==> config.mk <==
export PLATFORM = sky130hd
export DESIGN_NAME = imem_loader
export DESIGN_NICKNAME = d
export VERILOG_FILES = /design/src/rtl/imem_pkg.sv /design/src/rtl/imem_ram.sv /design/src/rtl/imem_loader.sv
export SDC_FILE = /design/constraint.sdc
export NUM_CORES = 2
export LEC_CHECK = 0
export CELL_PAD_IN_SITES_DETAIL_PLACEMENT = 0
export CELL_PAD_IN_SITES_GLOBAL_PLACEMENT = 1
export CORE_ASPECT_RATIO = 0.75
export CORE_MARGIN = 2
export CORE_UTILIZATION = 35
export DETAILED_ROUTE_END_ITERATION = 6
export PLACE_DENSITY = 0.58
export SLEW_MARGIN = 40
export SYNTH_ARGS = -nofsm -noshare
export SYNTH_HDL_FRONTEND = slang
export SYNTH_HIERARCHICAL = 1
export SYNTH_SLANG_ARGS = --single-unit
==> constraint.sdc <==
create_clock -name clk -period 5.2 [get_ports clk]
set_clock_uncertainty 0.1 [all_clocks]
set_input_delay 1.04 -clock clk [delete_from_list [all_inputs] [get_ports clk]]
set_output_delay 1.04 -clock clk [all_outputs]
set_load 0.01 [all_outputs]
**Signal wires on met1**

Scale bar: 200 um. Supply wires on this layer in gray.
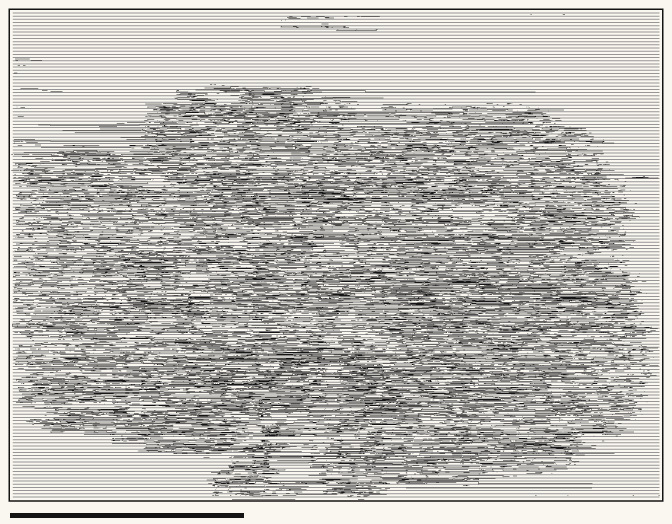
longest straight run	168 um
main direction	horizontal
final WL: 220,200 um
routed vias: 37,977
M1 GR Usage: 28.58%

**M2 wires**

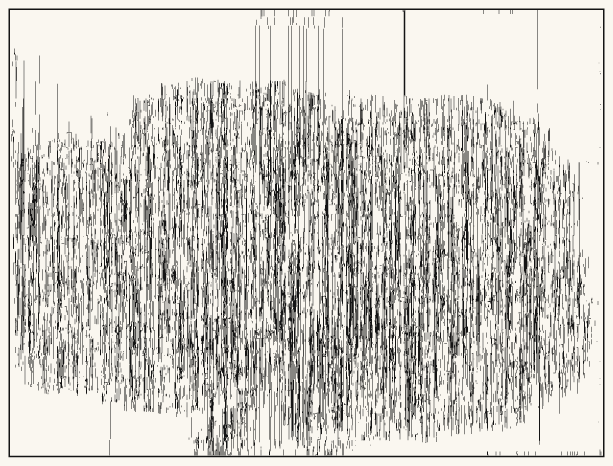
longest straight run	201 um
main direction	vertical
nets with wire on the layer	3,415
share of all routed wire	45%
met2 Use GR: 27.79%

**Signal wires on met3**

Scale bar: 200 um.
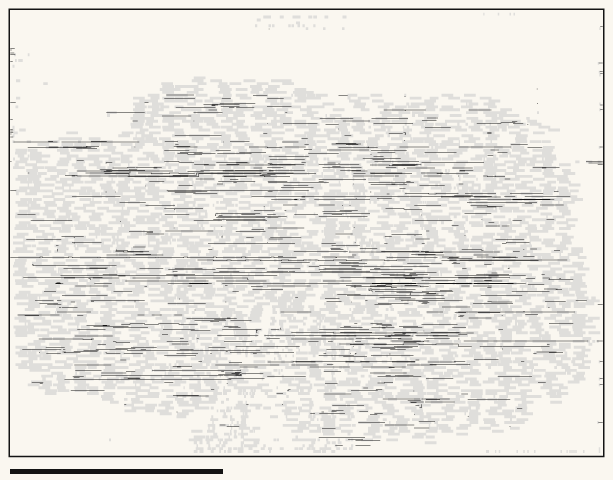
nets with wire on the layer	388
longest straight run	285 um
share of all routed wire	7.8%
main direction	horizontal
M3 GR Usage: 3.837%

**Met4 routing**

Supply wires on this layer in gray.
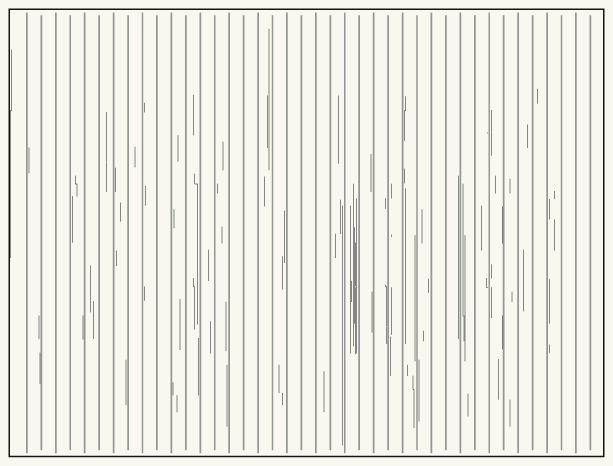
main direction	vertical
wire length on this layer	4,310 um

==> results.cfg <==
; flow metrics
[run_status]
outcome = finished with violations
violations = antenna rules

[grt]
grt-busiest-layer = met1
grt_pass1_vias = 37741
grt_pass1_wl_um = 306200
track_usage_pct = 18.81
overflow = 0

[finish]
instances_no_fill = 7052
fin_util_pct = 40.49
diodes = 20
drive_gt1_share_pct = 28.37
layout.cells.most_common = edfxtp_1
fin_nets = 3850
buffer_area_share_pct = 2.906
comb_share_pct = 18.28
regArea_um2 = 62820
final_cell_mix = edfxtp_1 (2,080), mux4_2 (544), clkbuf_16 (208)
post-route-cell-area_um2 = 92480

[timing]
period_minus_slack_ns = 3.961
slew_violations = 0
rsz0062_at_grt = no
timing.final.ws_setup_ns = 1.239
finalSetupViolCount = 0
max_freq_mhz = 252.5

[detailed_routing]
met3_length_um = 17160
drtAntennaViolNets = 1
drtIter0Drc = 4602
firstDrtPassIters = 6
wl_met1_um = 100100
routed.top_layer = met4

[power_and_ir_drop]
power.internal_w = 0.02697
top_power_group = sequential cells
switching_share_pct = 21.44
pg_seq_w = 0.0186
leakagePower_nw = 28.40
total_power_w = 0.03433
powerDensity_nw_per_um2 = 371.2
pg_clk_w = 0.0140
p_comb_w = 0.00172
p_clk_share_pct = 40.8
p_sw_w = 0.007360

[critical_path]
crit_top_cell = inv_1
worst-path-stages = 8
path_class = flop to flop
cpPeakStageDelay_ns = 0.92
worst-path-max-fanout = 15
path_buffers = 3
rr_worst_depth = 8
worst_path_dominant_cell_family = simple AND/OR/NAND/NOR gates

[yosys]
synthXorXnorAreaFrac_pct = 0.08730
ys_types = 54
ys_sh_mux_pct = 16.43
most_common_cell = edfxtp_1
ys_chip_area_um2 = 80260
top_area_cell = edfxtp_1
edf_count = 2080
ys_cells = 3501
synthCells = 3501
synthArstFlopShare_pct = 0
top_cells_by_area = edfxtp_1 (78%), mux4_2 (15%), mux2i_1 (1.2%), nor2_1 (0.68%), o22ai_1 (0.65%)
avgSynthCellArea_um2 = 22.92

[place]
dp_hpwl_um = 130100
place_area_um2 = 86170
place_ws_ns = 0.5696

[cts]
cts_resized = 0
cts_tree = built
clock-sinks = 2098
cts_hold_buf = 0
clockRootBuffer = clkbuf_16

[floorplanning]
rows = 152
die_h_um = 418.7
boundaryPins = 119
coreArea_um2 = 228400

[hold_path]
min_path_type = flop to flop
hold_depth = 2

[job]
max_cap_viol_count = 0
